Run 1, routing congestion map:
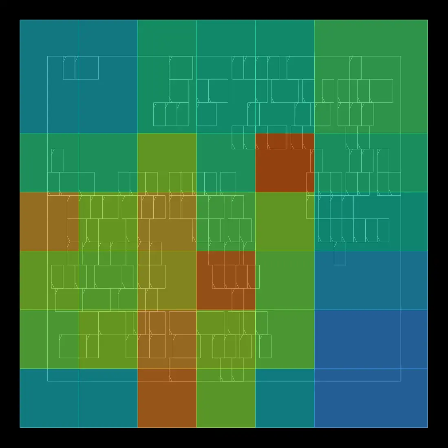
Run 1, sizing map:
Scale: 8 px per um.
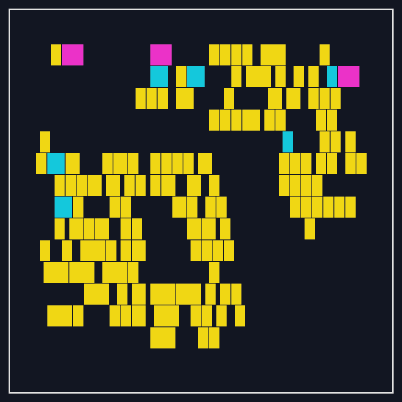
Run 1, selected gate families:
Scale: 10 px per um.
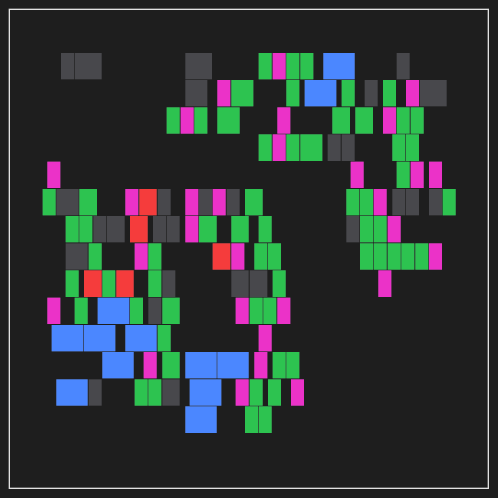
Run 1, I/O nets highlighted:
Scale: 10 px per um.
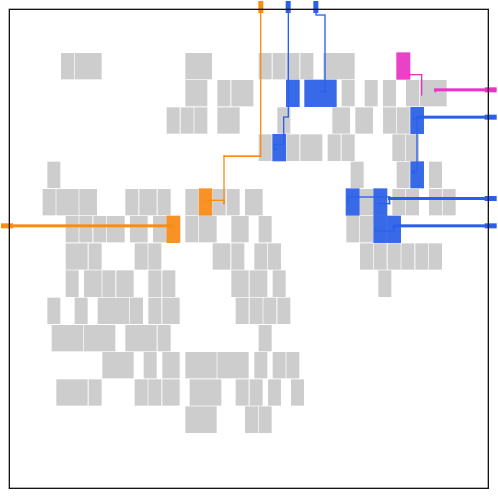
$ cat config.mk
export PLATFORM = sky130hd
export DESIGN_NAME = hazard_ctrl_param
export DESIGN_NICKNAME = d
export VERILOG_FILES = /design/src/rtl/hazard_ctrl_param.sv
export SDC_FILE = /design/constraint.sdc
export NUM_CORES = 1
export LEC_CHECK = 0
export ABC_AREA = 1
export CORE_MARGIN = 3
export CORE_UTILIZATION = 35
export DETAILED_ROUTE_END_ITERATION = 8
export DONT_BUFFER_PORTS = 1
export GPL_TIMING_DRIVEN = 0
export PLACE_DENSITY = 0.61
export SLEW_MARGIN = 20
export SYNTH_ARGS = -nofsm -noshare
export SYNTH_HDL_FRONTEND = slang
export SYNTH_SLANG_ARGS = --single-unit
export TNS_END_PERCENT = 50
$ cat constraint.sdc
create_clock -name clk -period 2.7 [get_ports clk]
set_clock_uncertainty 0.2 [all_clocks]
set_input_delay 0.54 -clock clk [delete_from_list [all_inputs] [get_ports clk]]
set_output_delay 0.54 -clock clk [all_outputs]
set_load 0.02 [all_outputs]
$ cat src/rtl/hazard_ctrl_param.sv
// hazard_ctrl_param: operand forwarding, load-use and taken-branch hazards, and a data-memory wait stall.
// Defining HAZARD_STATS_EN adds saturating stall_cnt / flush_cnt cycle counters.
module hazard_ctrl_param #(
    parameter int AW      = 5,
    parameter int MEM_LAT = 1
) (
    input  logic          clk,
    input  logic          rst,
    input  logic [AW-1:0] rs1D,
    input  logic [AW-1:0] rs2D,
    input  logic [AW-1:0] rs1E,
    input  logic [AW-1:0] rs2E,
    input  logic [AW-1:0] rdE,
    input  logic          regwriteE,
    input  logic          memreadE,
    input  logic          isbranchtakenE,
    input  logic [AW-1:0] rdM,
    input  logic          regwriteM,
    input  logic          memreqM,
    input  logic [AW-1:0] rdW,
    input  logic          regwriteW,
    output logic [1:0]    forwardaE,
    output logic [1:0]    forwardbE,
    output logic          stallF,
    output logic          stallD,
    output logic          stallE,
    output logic          stallM,
    output logic          flushD,
    output logic          flushE
`ifdef HAZARD_STATS_EN
    ,
    output logic [31:0]   stall_cnt,
    output logic [31:0]   flush_cnt
`endif
);
    localparam int CW = (MEM_LAT > 1) ? $clog2(MEM_LAT) : 1;
    localparam logic [CW-1:0] CNT_LOAD = CW'((MEM_LAT > 1) ? (MEM_LAT - 2) : 0);
    localparam logic [CW-1:0] CNT_ONE  = CW'(1);

    typedef enum logic {RUN = 1'b0, MEMWAIT = 1'b1} state_t;

    state_t        state_q, state_d;
    logic [CW-1:0] cnt_q, cnt_d;
    logic          mem_stall_s;
    logic          load_use_s;

    // M-stage result has priority over W; register 0 is never forwarded.
    function automatic logic [1:0] fwd_sel(input logic [AW-1:0] rs,
                                           input logic [AW-1:0] rd_m, input logic we_m,
                                           input logic [AW-1:0] rd_w, input logic we_w);
        logic [1:0] sel;
        if (we_m && (rd_m != {AW{1'b0}}) && (rd_m == rs)) begin
            sel = 2'b10;
        end else if (we_w && (rd_w != {AW{1'b0}}) && (rd_w == rs)) begin
            sel = 2'b01;
        end else begin
            sel = 2'b00;
        end
        return sel;
    endfunction

    // Memory-wait FSM next state; memreqM is ignored while waiting, including the release cycle.
    always_comb begin
        state_d     = state_q;
        cnt_d       = cnt_q;
        mem_stall_s = 1'b0;
        case (state_q)
            RUN: begin
                if (memreqM && (MEM_LAT > 1)) begin
                    mem_stall_s = 1'b1;
                    state_d     = MEMWAIT;
                    cnt_d       = CNT_LOAD;
                end else begin
                    state_d = RUN;
                end
            end
            MEMWAIT: begin
                if (cnt_q != {CW{1'b0}}) begin
                    mem_stall_s = 1'b1;
                    cnt_d       = cnt_q - CNT_ONE;
                end else begin
                    state_d = RUN;
                end
            end
            default: begin
                state_d = RUN;
                cnt_d   = {CW{1'b0}};
            end
        endcase
    end

    // Output resolution: memory stall beats taken branch, which beats load-use.
    always_comb begin
        forwardaE  = 2'b00;
        forwardbE  = 2'b00;
        stallF     = 1'b0;
        stallD     = 1'b0;
        stallE     = 1'b0;
        stallM     = 1'b0;
        flushD     = 1'b0;
        flushE     = 1'b0;
        load_use_s = memreadE && regwriteE && (rdE != {AW{1'b0}}) &&
                     ((rdE == rs1D) || (rdE == rs2D));
        if (rst) begin
            forwardaE = fwd_sel(rs1E, rdM, regwriteM, rdW, regwriteW);
            forwardbE = fwd_sel(rs2E, rdM, regwriteM, rdW, regwriteW);
            if (mem_stall_s) begin
                stallF = 1'b1;
                stallD = 1'b1;
                stallE = 1'b1;
                stallM = 1'b1;
            end else if (isbranchtakenE) begin
                flushD = 1'b1;
                flushE = 1'b1;
            end else if (load_use_s) begin
                stallF = 1'b1;
                stallD = 1'b1;
                flushE = 1'b1;
            end else begin
                stallF = 1'b0;
            end
        end else begin
            forwardaE = 2'b00;
            forwardbE = 2'b00;
        end
    end

    // FSM state and wait counter registers.
    always_ff @(posedge clk or negedge rst) begin
        if (!rst) begin
            state_q <= RUN;
            cnt_q   <= {CW{1'b0}};
        end else begin
            state_q <= state_d;
            cnt_q   <= cnt_d;
        end
    end

`ifdef HAZARD_STATS_EN
    logic [31:0] stall_cnt_q, stall_cnt_d;
    logic [31:0] flush_cnt_q, flush_cnt_d;

    // Saturating event counters.
    always_comb begin
        stall_cnt_d = stall_cnt_q;
        flush_cnt_d = flush_cnt_q;
        if (stallF && (stall_cnt_q != 32'hFFFF_FFFF)) begin
            stall_cnt_d = stall_cnt_q + 32'd1;
        end else begin
            stall_cnt_d = stall_cnt_q;
        end
        if (flushE && (flush_cnt_q != 32'hFFFF_FFFF)) begin
            flush_cnt_d = flush_cnt_q + 32'd1;
        end else begin
            flush_cnt_d = flush_cnt_q;
        end
    end

    // Counter registers.
    always_ff @(posedge clk or negedge rst) begin
        if (!rst) begin
            stall_cnt_q <= 32'd0;
            flush_cnt_q <= 32'd0;
        end else begin
            stall_cnt_q <= stall_cnt_d;
            flush_cnt_q <= flush_cnt_d;
        end
    end

    assign stall_cnt = stall_cnt_q;
    assign flush_cnt = flush_cnt_q;
`endif
endmodule

==> impl_metrics.csv, run 1 <==
group,metric,value,unit
synth,ys_seq_frac,0,
timing,hold_violations,0,
grt,grt_max_degree,6,
timing,tns,0,ps
timing,hold_slack,935,ps
worst_setup_path,crit_end,"stallF",
die,pin_count,53,
worst_setup_path,crit_fanout,3,
clock_tree,hold_buffers,0,
synth,netlist_area,611,um^2
place,port_buffers,0,
hold_path,hold_class,"primary input to primary output",
finish,nClkBuffers,0,
clock_tree,postCtsSetupRepairBufs,0,
worst_setup_path,cp_top_family,"simple AND/OR/NAND/NOR gates",
detailed_routing,drt_iter0_drc,9,
finish,final_nets,180,
synth,yosys.area_share.adder,0,
place,dp_hpwl,1440,um
flow_run,log.warning_count,30,
timing,min_period,2170,ps
synth,synth_stat.cells,134,
synth,postSynthCellCount,134,
pwr,power_leakage,0.419,nW
grt,grt_pass1_vias,641,
worst_setup_path,crit_top_cell,"nand2_1",
worst_setup_path,worstSetupEndpointType,"primary output",
flow_run,max-cap-violations,0,
synth,ys_sh_simple,0.566,
timing,slew_viol_final,0,
detailed_routing,vias,698,
die,die_area,2280,um^2
timing,setup_violations,0,
pwr,switching_share,0.531,
timing,fin_crit_sh,0.803,
detailed_routing,wl_per_cell,10.1,um
die,die_x,47.8,um
worst_setup_path,critPathArrivalTime,1430,ps
synth,avgSynthCellArea,4.56,um^2
synth,synth.logic.top_family,"simple AND/OR/NAND/NOR gates",
synth,synth_dominant_cell_count,"nand2_1",
grt,grt_use_total,0.129,
worst_setup_path,critPathLaunch,"rdE[1]",
synth,synthTopCellsByCount,"nand2_1 (50), inv_1 (27), nor2_1 (16), xnor2_1 (12), nand3_1 (8)",
synth,synth_cell_types,14,
place,globalplace.congestion,0.759,
synth,yosysTopAreaCellShare,0.307,
finish,n_antenna_cell,0,
pwr,cellInternalPower,0.0349,mW
place,placedCellCount,151,
worst_setup_path,slowest_delay,230,ps
synth,xor_area_frac,0.172,
worst_setup_path,path_buffers,2,
status,status,"finished, final reports clean",
timing,fin_ws,531,ps
pwr,power_frac_comb,1.000,
hold_path,min_path_cells,1,
detailed_routing,viasPerCell,4.62,
detailed_routing,ant_nets,0,
synth,ys_chip_area,611,um^2
synth,top_area_cell,"nand2_1",
clock_tree,post_cts_resized,0,
pwr,power.clock.fraction,0,
synth,ys_sh_aoi,0.0410,
finish,final-seq-area,0,um^2
worst_setup_path,path_cells,"inv_1 > nand2_1 > nand2_1 > nor2_1 > nand3_1 > nand2_1 > nand2_2 > nor2_2 > buf_4",
grt,grt_antenna_before_repair,0,
pwr,p_per_area,117,nW/um^2
pwr,peakVddDrop,49.2,uV
finish,num-fill-cells,189,
grt,grt_pass1_wl,2260,um
synth,ys_sh_mux,0,
worst_setup_path,cp.required,1960,ps
detailed_routing,finalWirelength,1520,um
place,dp_slack,513,ps
pwr,pwr-share-seq,0,
die,die-height,47.8,um
worst_setup_path,path_depth,9,
timing,grt_setup_unrepaired,"false",
die,fp_util,0.387,
pwr,power.net_switching,0.0396,mW
synth,yosysWarnings,0,
worst_setup_path,path_class,"primary input to primary output",
Notes on 'routing congestion map' above:
post-layout util: 0.402
GRT busiest layer: met2
met1 Use GR: 0.152

Notes on 'sizing map' above:
x1 and smaller: in yellow, cells 126. x3 and x4: in magenta, cells 3. x2: in cyan, cells 6.

Notes on 'selected gate families' above:
xor and xnor cells: in blue, cells 12. nand cells: in green, cells 61. inv cells: in magenta, cells 29. aoi and oai cells: in red, cells 5, where west.

Notes on 'I/O nets highlighted' above:
stallM: in magenta, bits 1, direction output, edge east, end cells 1, buffers 1, wire 8.40 um. forwardbE: in orange, bits 2, direction output, edge 1 north, 1 west, end cells 2, buffers 0, wire 41.0 um. rs1D: in blue, bits 5, direction input, edge 3 east, 2 north, end cells 9, buffers 0, wire 65.8 um.

run 1: per-layer routing:
metal / wire length (um) / up-vias / GRT usage
met5: 0 / - / 0
met4: 0 / 0 / 0
met3: 173 / 0 / 0.0263
met2: 770 / 27 / 0.251
met1: 579 / 280 / 0.152
li1: - / 391 / -
run 1: power by group through the flow:
stage / Clock (mW) / Combinational, mW / Sequential (mW)
after floorplan: 0 / 0.0659 / 0
after global placement: 0 / 0.0731 / 0
after detailed placement: 0 / 0.0748 / 0
after CTS: 0 / 0.0752 / 0
after global routing: 0 / 0.0867 / 0
final: 0 / 0.0745 / 0
run 1: stage by stage:
stage	area [um^2]	power, mW
floorplan	614	0.0659
global placement	634	0.0731
detailed placement	634	0.0748
CTS	634	0.0752
global route	634	0.0867
finish	634	0.0745
run 1: cells in the final DEF, fill, tap and decap left out:
cell,synthesis,final
nand2_1,50,50
inv_1,27,27
nor2_1,16,16
xnor2_1,12,12
nand3_1,8,8
o21ai_0,5,5
nor3_1,4,4
buf_4,3,3
or2_2,2,2
inv_2,2,2
nand4_1,2,2
conb_1,1,2
nand2_2,1,1
nor2_2,1,1
run 1: how the worst min path moves through the flow:
stage	start	endpoint
6_report	isbranchtakenE	stallD
5_1_grt	isbranchtakenE	stallD
4_1_cts	isbranchtakenE	stallD
3_5_place_dp	isbranchtakenE	stallD
3_3_place_gp	isbranchtakenE	stallD
2_1_floorplan	isbranchtakenE	stallD
run 1: final cells by class:
| type | instances | area (um^2) | share of cell area |
|---|---|---|---|
| tap | 16 | 20.0 | 0.0316 |
| inverter | 29 | 109 | 0.172 |
| buffer | 3 | 22.5 | 0.0355 |
| multi-input combinational | 103 | 483 | 0.761 |
==> run 2: changes to the inputs <==
--- a/config.mk
+++ b/config.mk
@@ -11,7 +11,7 @@
 export DETAILED_ROUTE_END_ITERATION = 8
 export DONT_BUFFER_PORTS = 1
 export GPL_TIMING_DRIVEN = 0
-export PLACE_DENSITY = 0.61
+export PLACE_DENSITY = 0.63
 export SLEW_MARGIN = 20
 export SYNTH_ARGS = -nofsm -noshare
 export SYNTH_HDL_FRONTEND = slang
==> constraint.sdc (replaced) <==
create_clock -name clk -period 1.76 [get_ports clk]
set_clock_uncertainty 0.2 [all_clocks]
set_input_delay 0.352 -clock clk [delete_from_list [all_inputs] [get_ports clk]]
set_output_delay 0.352 -clock clk [all_outputs]
set_load 0.02 [all_outputs]
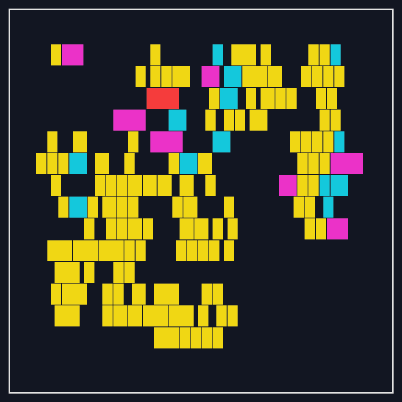
Run 2: sizing map
Scale: 8 px per um.
x2: in cyan, cells 13. x1 and smaller: in yellow, cells 114. x6 and larger: in red, cells 1. x3 and x4: in magenta, cells 7.

==> run 2 against run 1 <==
Effect of this change:
- setup slack worse by 490 ps
- via count is 3.4% higher
- sequential cell count unchanged
- synthesized cell count stayed put
- combinational power is 61% higher
- synthesized area unchanged
- critical path type unchanged
- power rose by 61%
- worst hold slack got worse by 400 ps
==> impl_metrics.csv, run 2 <==
group,metric,value,unit
synth,ys_sh_aoi,0.0410,
grt,grt_antenna_before_repair,0,
finish,nClkBuffers,0,
pwr,peakVddDrop,65.5,uV
worst_setup_path,cp.required,1210,ps
die,die_x,47.8,um
place,globalplace.congestion,0.723,
timing,hold_slack,539,ps
synth,avgSynthCellArea,4.56,um^2
die,pin_count,53,
finish,final-seq-area,0,um^2
worst_setup_path,path_class,"primary input to primary output",
worst_setup_path,worstSetupEndpointType,"primary output",
timing,slew_viol_final,0,
finish,design_area,676,um^2
worst_setup_path,crit_fanout,2,
synth,synth_dominant_cell_count,"nand2_1",
grt,grt_pass1_wl,2350,um
synth,ys_seq_frac,0,
detailed_routing,drt_iter0_drc,20,
place,dp_hpwl,1470,um
finish,n_antenna_cell,0,
detailed_routing,wl_per_cell,10.6,um
detailed_routing,vias,722,
pwr,power,0.120,mW
pwr,power_leakage,0.414,nW
detailed_routing,viasPerCell,4.78,
synth,postSynthCellCount,134,
synth,top_area_cell,"nand2_1",
pwr,p_per_area,178,nW/um^2
finish,final_util,0.429,
worst_setup_path,critPathArrivalTime,1160,ps
status,status,"finished, final reports clean",
flow_run,log.warning_count,31,
timing,tns,0,ps
synth,yosysWarnings,0,
detailed_routing,finalWirelength,1600,um
die,fp_util,0.387,
place,port_buffers,0,
hold_path,min_path_cells,1,
clock_tree,postCtsSetupRepairBufs,0,
timing,hold_violations,0,
synth,synth_cell_types,14,
timing,setup_violations,0,
synth,yosys.area_share.adder,0,
synth,ys_chip_area,611,um^2
timing,fin_crit_sh,0.975,
synth,synth_stat.cells,134,
finish,final_nets,180,
detailed_routing,ant_nets,0,
synth,synth.logic.top_family,"simple AND/OR/NAND/NOR gates",
## run 2: where the power goes
part	internal (mW)	switching, mW	total [mW]	leakage, nW
Clock	0	0	0	0
Sequential	0	0	0	0
Combinational	0.0570	0.0632	0.120	0.414
## run 2: area by class of cell
type / count / area [um^2]
fill: 186 / 901
multi-input combinational: 103 / 515
inverter: 29 / 114
buffer: 3 / 26.3
tap: 16 / 20.0
## run 2: cell families after synthesis
kind of cell / count (synthesis)
other cells: 1
compound gates: 5
buf+inv: 32
xor+xnor: 12
simple gates: 84
## run 2: final timing paths
check | slack, ps | endpoint | from
setup / recovery | 40 | stallF | rs2D[0]
hold / removal | 540 | stallD | isbranchtakenE
## run 2: worst max-delay path, cell delays in order
cell and delay [ps]:
nor2_4 70, nor2_1 40, nor2_1 100, nand3_1 80, nand2_1 90, nand2_2 80, nor2_4 200, buf_6 150
## run 2: repair_timing
| item | CTS | global route |
|---|---|---|
| gates resized | 1 | 17 |
| pin swaps | 0 | 15 |
| setup endpoints to repair | 1 | 3 |
| hold buffers | 0 | 0 |
| endpoints found under the hold margin | 0 | 0 |
## run 2: layer usage
metal,routed length (um),vias to the layer above,track usage
met5,0,-,0
met4,0,0,0
met3,157,0,0.0226
met2,835,30,0.261
met1,607,301,0.156
li1,-,391,-
## run 2: per-stage QoR
step / worst slack, ps / std cells
2_1_floorplan: 51.3 / 135
3_3_place_gp: -36.2 / 151
3_5_place_dp: -58.7 / 151
4_1_cts: 32.5 / 151
5_1_grt: -52.4 / 151
6_report: 44.9 / 151
==> run 3: changes to the inputs <==
--- a/config.mk
+++ b/config.mk
@@ -7,12 +7,11 @@
 export LEC_CHECK = 0
 export ABC_AREA = 1
 export CORE_MARGIN = 3
-export CORE_UTILIZATION = 35
+export CORE_UTILIZATION = 28
 export DETAILED_ROUTE_END_ITERATION = 8
 export DONT_BUFFER_PORTS = 1
 export GPL_TIMING_DRIVEN = 0
-export PLACE_DENSITY = 0.63
-export SLEW_MARGIN = 20
+export PLACE_DENSITY = 0.55
 export SYNTH_ARGS = -nofsm -noshare
 export SYNTH_HDL_FRONTEND = slang
 export SYNTH_SLANG_ARGS = --single-unit
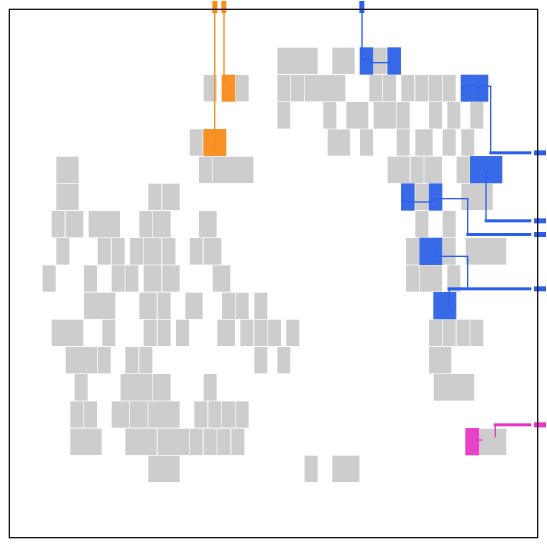
Run 3: I/O nets highlighted
Scale: 10 px per um.
rs1D: in blue, bits 5, direction input, edge 4 east, 1 north, end cells 9, buffers 0, wire 65.0 um. forwardbE: in orange, bits 2, direction output, edge north, end cells 2, buffers 0, wire 21.4 um. stallM: in magenta, bits 1, direction output, edge east, end cells 1, buffers 1, wire 5.10 um.

==> run 3 against run 2 <==
Effect of this change:
- largest cell class unchanged
- setup slack got worse by 10 ps
- cell count rose by 7.3%
- largest power group unchanged
- sequential cell count did not move
- synthesized area did not move
- die size rose by 22%
- power barely moved
==> impl_metrics.csv, run 3 <==
group,metric,value,unit
timing,slew_viol_final,0,
detailed_routing,ant_nets,0,
finish,final_nets,180,
pwr,power_frac_comb,1.000,
pwr,power.net_switching,0.0624,mW
synth,top_area_cell,"nand2_1",
detailed_routing,viasPerCell,4.39,
grt,met1_usage,0.122,
grt,grt_use_met2,0.227,
worst_setup_path,crit_fanout,2,
grt,grt_antenna_before_repair,0,
detailed_routing,finalWirelength,1600,um
worst_setup_path,worstSetupEndpointType,"primary output",
die,fp_util,0.302,
finish,final-seq-area,0,um^2
timing,setup_violations,0,
finish,drive_above_1_share,0.156,
die,core_area,2020,um^2
status,status,"finished, final reports clean",
finish,final_cells,162,
worst_setup_path,critPathArrivalTime,1170,ps
clock_tree,postCtsSetupRepairBufs,0,
synth,synth.logic.top_family,"simple AND/OR/NAND/NOR gates",
synth,yosysWarnings,0,
synth,ys_sh_aoi,0.0410,
worst_setup_path,path_cells,"nand2_1 > inv_1 > nor2_1 > nor2_2 > nand3_1 > nand2_1 > nand2_2 > nor2_4 > buf_6",
finish,n_antenna_cell,0,
finish,final_util,0.345,
synth,avgSynthCellArea,4.56,um^2
timing,tns,0,ps
timing,hold_slack,538,ps
pwr,peakVddDrop,58.3,uV
grt,grtUsageMet3,0.0171,
die,pin_count,53,
grt,grt_use_total,0.110,
timing,hold_violations,0,
synth,ys_seq_frac,0,
clock_tree,hold_buffers,0,
timing,fmax,580,MHz
worst_setup_path,path_class,"primary input to primary output",
flow_run,log.warning_count,31,
synth,postSynthCellCount,134,
grt,busiest_layer,"met2",
synth,synth_stat.cells,134,
timing,grt_setup_unrepaired,"true",
place,port_buffers,0,
pwr,power_leakage,0.418,nW
detailed_routing,drt_iter0_drc,9,
worst_setup_path,crit_top_cell,"nand2_1",
finish,nClkBuffers,0,
worst_setup_path,slowest_stage,"nor2_4",
detailed_routing,wl_per_cell,9.90,um
timing,fin_ws,34.6,ps
pwr,cellInternalPower,0.0578,mW
die,die_x,52.7,um
detailed_routing,vias,711,
grt,grt_pass1_wl,2450,um
synth,synth_cell_types,14,
place,globalplace.congestion,0.728,
synth,yosys.area_share.adder,0,
pwr,pwr-share-seq,0,
grt,grt.overflow.total,0,
place,dp_slack,-80.1,ps
place,dp_hpwl,1490,um
finish,num-fill-cells,254,
worst_setup_path,slowest_delay,190,ps
worst_setup_path,cp.required,1210,ps
worst_setup_path,cp_top_family,"simple AND/OR/NAND/NOR gates",
pwr,power.clock.fraction,0,
pwr,switching_share,0.519,
pwr,p_per_area,173,nW/um^2
synth,ys_chip_area,611,um^2
worst_setup_path,path_buffers,2,
timing,fin_crit_sh,0.980,
place,placedCellCount,162,
synth,synth_dominant_cell_count,"nand2_1",
run 3: area by class of cell:
class | instances | area (um^2) | area share
Buffer | 3 | 26.3 | 0.0377
Inverter | 29 | 119 | 0.171
Multi-Input combinational cell | 103 | 518 | 0.743
Tap cell | 27 | 33.8 | 0.0485
run 3: final timing paths:
path / from / endpoint / depth (start not counted)
max: rs2D[0] / stallF / 9
min: isbranchtakenE / stallD / 1
run 3: power by group through the flow:
stage,Clock [mW],Sequential [mW],Combinational [mW]
after floorplan,0,0,0.101
after global placement,0,0,0.112
after detailed placement,0,0,0.114
after CTS,0,0,0.115
after global routing,0,0,0.140
final,0,0,0.120
run 3: metrics by stage:
| stage | area [um^2] | total power, mW |
|---|---|---|
| global route | 697 | 0.140 |
| finish | 697 | 0.120 |
| CTS | 653 | 0.115 |
| detailed placement | 648 | 0.114 |
| floorplan | 614 | 0.101 |
| global placement | 648 | 0.112 |
run 3: timing repair:
item / CTS / global route
resized: 1 / 19
cloned: 0 / 0
endpoints found under the setup margin: 1 / 3
pin swaps: 0 / 14
run 3: kinds of logic after synthesis:
kind of cell	Yosys count
AND-OR/OR-AND	5
XOR/XNOR	12
buffers and inverters	32
other	1
AND/OR/NAND/NOR	84
run 3: routing by layer:
metal  vias up  part of all wire
li1        394                 -
met1       286              0.36
met2        31              0.54
met3         0             0.099
met4         0                 0
met5         -                 0

## Gallery

M2 wires.
Plate I
Scale: 6 px per um. Cells faint in the background.
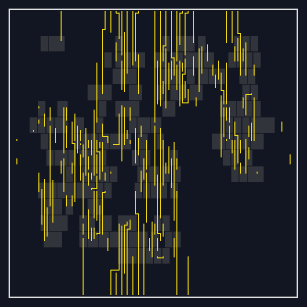
Plate II
Scale: 4 px per um. Cells faint in the background.
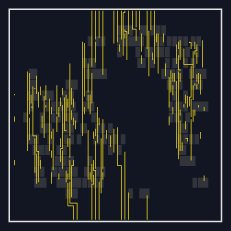
| from | picture |
|---|---|
| run 2 | Plate I |
| run 3 | Plate II |

Key to Plate II:
The wires run mostly vertical. The longest straight run is 23.5 um.

Power is estimated from default activity; no workload was simulated.
